$ cat src/rtl/pipe_stage.sv
// Elastic pipeline stage: valid/ready handshake, optional 2-entry skid buffer,
// synchronous flush and a saturating stall counter.
module pipe_stage #(
    parameter int unsigned WIDTH = 32,
    parameter int unsigned SKID  = 1,
    parameter int unsigned CNT_W = 16
) (
    input  logic             clk_i,
    input  logic             rst_i,
    input  logic             flush_i,
    input  logic             clr_cnt_i,
    input  logic             in_valid_i,
    input  logic [WIDTH-1:0] in_data_i,
    output logic             in_ready_o,
    output logic             out_valid_o,
    output logic [WIDTH-1:0] out_data_o,
    input  logic             out_ready_i,
    output logic [1:0]       count_o,
    output logic [CNT_W-1:0] stall_cnt_o
);

    logic             r_live;
    logic [1:0]       r_count;
    logic [1:0]       w_count_d;
    logic [WIDTH-1:0] r_head;
    logic [WIDTH-1:0] w_head_d;
    logic [CNT_W-1:0] r_stall;
    logic [CNT_W-1:0] w_stall_d;
    logic             w_ready;
    logic             w_valid;
    logic             w_push;
    logic             w_pop;
    logic             w_stalled;
    logic             w_stall_sat;

    // Flush masks both sides so nothing moves in the squash cycle.
    assign w_valid = (r_count != 2'd0) & ~flush_i;
    assign w_push  = in_valid_i & w_ready;
    assign w_pop   = w_valid & out_ready_i;

    always_ff @(posedge clk_i or negedge rst_i) begin
        if (!rst_i) begin
            r_live <= 1'b0;
        end else begin
            r_live <= 1'b1;
        end
    end

    generate
        if (SKID != 0) begin : g_skid
            logic [WIDTH-1:0] r_skid;
            logic [WIDTH-1:0] w_skid_d;

            // Ready depends only on registered state, never on out_ready_i.
            assign w_ready = r_live & (r_count != 2'd2) & ~flush_i;

            always_comb begin
                w_count_d = r_count;
                w_head_d  = r_head;
                w_skid_d  = r_skid;
                if (flush_i) begin
                    w_count_d = 2'd0;
                end else begin
                    case (r_count)
                        2'd0: begin
                            if (w_push) begin
                                w_head_d  = in_data_i;
                                w_count_d = 2'd1;
                            end
                        end
                        2'd1: begin
                            if (w_push && w_pop) begin
                                w_head_d = in_data_i;
                            end else if (w_push) begin
                                w_skid_d  = in_data_i;
                                w_count_d = 2'd2;
                            end else if (w_pop) begin
                                w_count_d = 2'd0;
                            end
                        end
                        2'd2: begin
                            if (w_pop) begin
                                w_head_d  = r_skid;
                                w_count_d = 2'd1;
                            end
                        end
                        default: begin
                            w_count_d = 2'd0;
                        end
                    endcase
                end
            end

            always_ff @(posedge clk_i or negedge rst_i) begin
                if (!rst_i) begin
                    r_skid <= '0;
                end else begin
                    r_skid <= w_skid_d;
                end
            end
        end else begin : g_noskid
            // A full head can still accept when it is being drained this cycle.
            assign w_ready = r_live & ((r_count == 2'd0) | out_ready_i) & ~flush_i;

            always_comb begin
                w_count_d = r_count;
                w_head_d  = r_head;
                if (flush_i) begin
                    w_count_d = 2'd0;
                end else if (w_push) begin
                    w_head_d  = in_data_i;
                    w_count_d = 2'd1;
                end else if (w_pop) begin
                    w_count_d = 2'd0;
                end
            end
        end
    endgenerate

    assign w_stalled   = w_valid & ~out_ready_i;
    assign w_stall_sat = (r_stall == {CNT_W{1'b1}});

    always_comb begin
        w_stall_d = r_stall;
        if (clr_cnt_i) begin
            w_stall_d = '0;
        end else if (w_stalled && !w_stall_sat) begin
            w_stall_d = r_stall + CNT_W'(1);
        end
    end

    always_ff @(posedge clk_i or negedge rst_i) begin
        if (!rst_i) begin
            r_count <= 2'd0;
            r_head  <= '0;
            r_stall <= '0;
        end else begin
            r_count <= w_count_d;
            r_head  <= w_head_d;
            r_stall <= w_stall_d;
        end
    end

    assign in_ready_o  = w_ready;
    assign out_valid_o = w_valid;
    assign out_data_o  = r_head;
    assign count_o     = r_count;
    assign stall_cnt_o = r_stall;

endmodule

$ cat config.mk
export PLATFORM = sky130hd
export DESIGN_NAME = pipe_stage
export DESIGN_NICKNAME = d
export VERILOG_FILES = /design/src/rtl/pipe_stage.sv
export SDC_FILE = /design/constraint.sdc
export NUM_CORES = 1
export LEC_CHECK = 0
export ABC_CLOCK_PERIOD_IN_PS = 2600
export CORE_MARGIN = 5
export CORE_UTILIZATION = 52
export CTS_BUF_LIST = sky130_fd_sc_hd__clkbuf_4 sky130_fd_sc_hd__clkbuf_8
export DETAILED_ROUTE_END_ITERATION = 10
export GPL_TIMING_DRIVEN = 0
export HOLD_SLACK_MARGIN = 0.05
export PLACE_DENSITY = 0.88
export SYNTH_ARGS = -nofsm -noshare
export SYNTH_HDL_FRONTEND = slang
export SYNTH_SLANG_ARGS = --single-unit
export TNS_END_PERCENT = 50
$ cat constraint.sdc
create_clock -name clk_i -period 2.6 [get_ports clk_i]
set_clock_uncertainty 0.05 [all_clocks]
set_input_delay 0.52 -clock clk_i [delete_from_list [all_inputs] [get_ports clk_i]]
set_output_delay 0.52 -clock clk_i [all_outputs]
set_load 0.02 [all_outputs]
Fig. 1: placement by cell class
(3 px per µm)
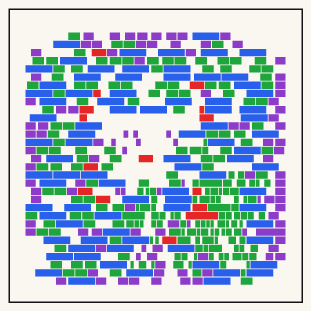
registers -> blue  # cells 83, share of their area 41%
remaining buffers and delay cells -> purple  # cells 106, share of their area 20%
clock drivers and dummy loads -> red  # cells 15, share of their area 3.9%
remaining logic cells -> green  # cells 201, share of their area 35%
Core Rows: 31
Core ar.: 0.00733 mm²
Util after Layout: 70.7%
post-layout instance area: 0.00518 mm²
sequential cell area share: 40.1%

Fig. 2: clock distribution
(4 px per µm)
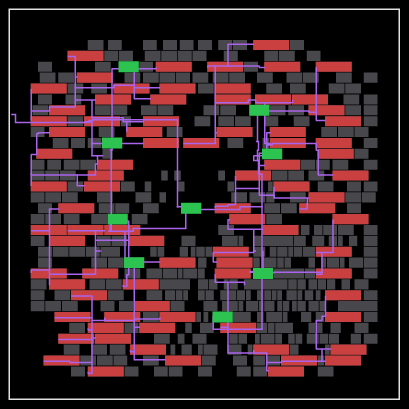
clock-net drivers -> green  # count 9
flip-flops -> red  # count 83
clock wires -> purple  # length 988 µm
flops lie = spread over the die
routed clock nets = 10
Clock power frac: 28.0%
Clock Latency Late Sink: 0.35 ns
Clock group: 0.000924 W

Fig. 3: port wiring
(4 px per µm)
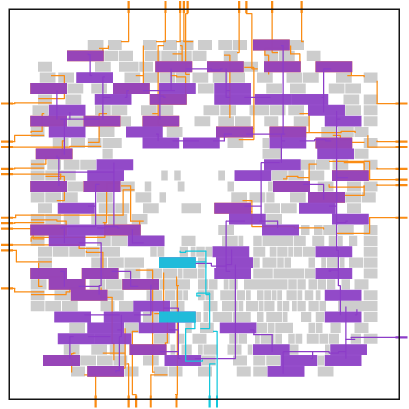
count_o -> cyan  # direction output, edge south, end cells 2, buffers 2, wire 81.7 µm
rst_i -> purple  # direction input, edge east, end cells 83, buffers 2, wire 595 µm
out_data_o -> orange  # direction output, edge 11 west, 9 north, 7 east, 5 south, end cells 32, buffers 32, wire 936 µm

==> results.json <==
{
  "period_minus_slack_ns": 2.42,
  "gp_congestion": 0.816,
  "cts_tree": "done",
  "critical_path_class": "register to primary output",
  "crit_arrival_ns": 1.85,
  "cp-end-kind": "primary output",
  "ys_types": 40,
  "p_per_area_mw_per_mm2": 637,
  "grt_use_met1_pct": 22.5,
  "finalCritPeriodShare_pct": 93.1,
  "clkTransAtPathRegs_ns": 0.08,
  "vdd_drop_max_v": 0.000399,
  "numPortBuffers": 89,
  "worstSetupStartpoint": "count_o[1]",
  "drv_cap": 0,
  "largest_area_cell": "dfrtp_1",
  "required_ns": 2.03,
  "cp-endpoint": "in_ready_o",
  "crit_fanout": 10,
  "cts.path.max_buffers": 2,
  "yosys-stat-area_mm2": 0.00395,
  "synthTopCellsByArea": "dfrtp_1 (53%), mux2_2 (29%), nor4_4 (1.6%)",
  "yosys-top-cells-count": "mux2_2 (101), dfrtp_1 (83), nor2_1 (13)",
  "power_leakage_nw": 2.20,
  "grtUsageMet3_pct": 4.81,
  "vias": 2771,
  "via_per_inst": 5.50,
  "ctsHoldBuffers": 0,
  "floorplan.core_util_pct": 53.9,
  "netlist_area_mm2": 0.00395,
  "wl_mm": 8.47,
  "grt_pass1_vias": 3004,
  "postLayoutSetupSlackWorst_ns": 0.178,
  "reg2reg_slack_ns": 0.42,
  "outcome": "completed",
  "syn2layout_area_growth_pct": 31.3,
  "nets": 440,
  "hpwl_mm": 6.15,
  "ff2ff_path_depth": 6,
  "syn_area_per_cell_um2": 13.2,
  "num_io_pins": 90,
  "fmax_ghz": 0.413,
  "grt_overflow": 0,
  "fillCellCount": 503,
  "drive_gt1_share_pct": 34.1,
  "grt_util_all_layers_pct": 18.6,
  "hold_viol_final": 0,
  "pre_cts_slack_ns": -0.0805,
  "ff_type": "dfrtp_1",
  "rr_endpoint": "stall_cnt_o[6]",
  "yosys_warnings": 0,
  "rr_startpoint": "stall_cnt_o[0]",
  "grt_pass1_wl_mm": 14.4,
  "numSynthFlops": 83,
  "die_y_um": 97.2,
  "busiest_layer": "met2",
  "ant_nets": 0,
  "grt_use_met2_pct": 31.6,
  "ys_seq_share_pct": 52.6,
  "top_cell": "mux2_2",
  "drt_iter0_drc": 72,
  "grt_max_degree": 54,
  "antenna_cells": 0,
  "yosys_cells": 300,
  "grt_setup_unrepaired": "no",
  "drt-pass1-iter-count": 4,
  "cp-start-kind": "register",
  "drv_slew": 0,
  "drc": 0,
  "routedWlPerCell_um": 16.8,
  "cts.sinks": 83,
  "syn_nets": 339,
  "antenna_found_initial": 0,
  "synth_cells": 300,
  "hold_ws_ns": 0.0571,
  "tool_warnings": 26,
  "setup_tns_ns": 0,
  "edf_count": 0,
  "synthDominantCellAreaShare_pct": 52.6,
  "cts_max_level": 3,
  "die_w_um": 97.2,
  "async_flop_share_pct": 100,
  "dieArea_mm2": 0.00944,
  "hold_class": "primary input to asynchronous set/reset pin",
  "root_buffer": "clkbuf_8",
  "setup_viol": 0,
  "numCtsBuffers": 9,
  "cts_setup_buffers": 0
}
==> metrics by stage <==
| step | cell area (µm²) | total power, W | cells |
|---|---|---|---|
| after global routing | 5180 | 0.00345 | 504 |
| after global placement | 4960 | 0.00237 | 488 |
| final | 5180 | 0.00330 | 504 |
| after detailed placement | 4990 | 0.00241 | 489 |
| after CTS | 5190 | 0.00334 | 504 |
| after floorplan | 3950 | 0.00201 | 300 |
==> critical path, stage by stage (launching register included) <==
cell      delay [ns]
dfrtp_1         0.38
buf_2           0.18
nor2b_1         0.14
clkbuf_2        0.18
buf_2           0.23
nor3b_1         0.19
clkbuf_2        0.20
==> layout make-up <==
type | instances | area (µm²) | area share (%)
Clock inverter | 4 | 51.3 | 0.989
Multi-Input combinational cell | 200 | 1790 | 34.5
Tap cell | 99 | 124 | 2.39
Inverter | 1 | 3.75 | 0.0724
Sequential cell | 83 | 2080 | 40.1
Clock buffer | 11 | 145 | 2.80
Buffer | 16 | 82.6 | 1.59
Timing Repair Buffer | 90 | 911 | 17.6
==> registers in the layout, summed over array words and instances (netlist names) <==
signal,count
stall_cnt_o,16
g_skid.r_skid,32
r_live,1
out_data_o,32
count_o,2
==> layer usage <==
metal / share of wire [%] / routed length, µm / up-vias
met5: 0 / 0 / -
met4: 1.9 / 157 / 0
met3: 6.1 / 514 / 15
met2: 50 / 4260 / 87
met1: 42 / 3540 / 1374
li1: - / - / 1295
==> repair_timing <==
action                     CTS  global route
resized                      3             3
hold endpoints to repair     0             0
setup endpoints to repair    1             2
==> cells by family after synthesis <==
family	count (synthesis)	share of synthesized area [%]
AOI/OAI and AO/OA	25	4.24
muxes	104	29.6
DFF	83	52.6
other	1	0.0949
and+or+nand+nor	69	11.0
adders and majority gates	1	0.317
buffers and inverters	17	2.15
==> worst min-delay path by stage <==
stage	endpoint	startpoint	depth (start not counted)
floorplan	count_o[0]	rst_i	0
finish	stall_cnt_o[5]	rst_i	1
CTS	r_live	rst_i	1
global route	r_live	rst_i	1
global placement	g_skid.r_skid[20]	g_skid.r_skid[20]	1
detailed placement	stall_cnt_o[6]	rst_i	1
==> where the power goes <==
group / total, W / internal (W) / switching (W) / leakage (nW)
clock: 0.000924 / 0.000476 / 0.000448 / 0.0988
combinational: 0.000771 / 0.000438 / 0.000333 / 1.04
sequential: 0.00161 / 0.00150 / 0.000107 / 1.06
==> cell usage in the layout (no fill, tap or decap), types with 3 or more instances in the layout <==
master           count
mux2_2             101
clkdlybuf4s50_1     87
dfrtp_1             83
nor2_1              12
buf_2               11
nand2_1             10
clkbuf_8            10
nor2b_1              8
a21oi_1              7
nand3_1              5
and3_1               4
nor3_1               4
or4_1                4
nor4_4               3
a31oi_1              3
clkbuf_1             3
a311oi_1             3
nand4_1              3
o21ai_0              3
o31ai_1              3
Power and IR drop assume default switching activity.
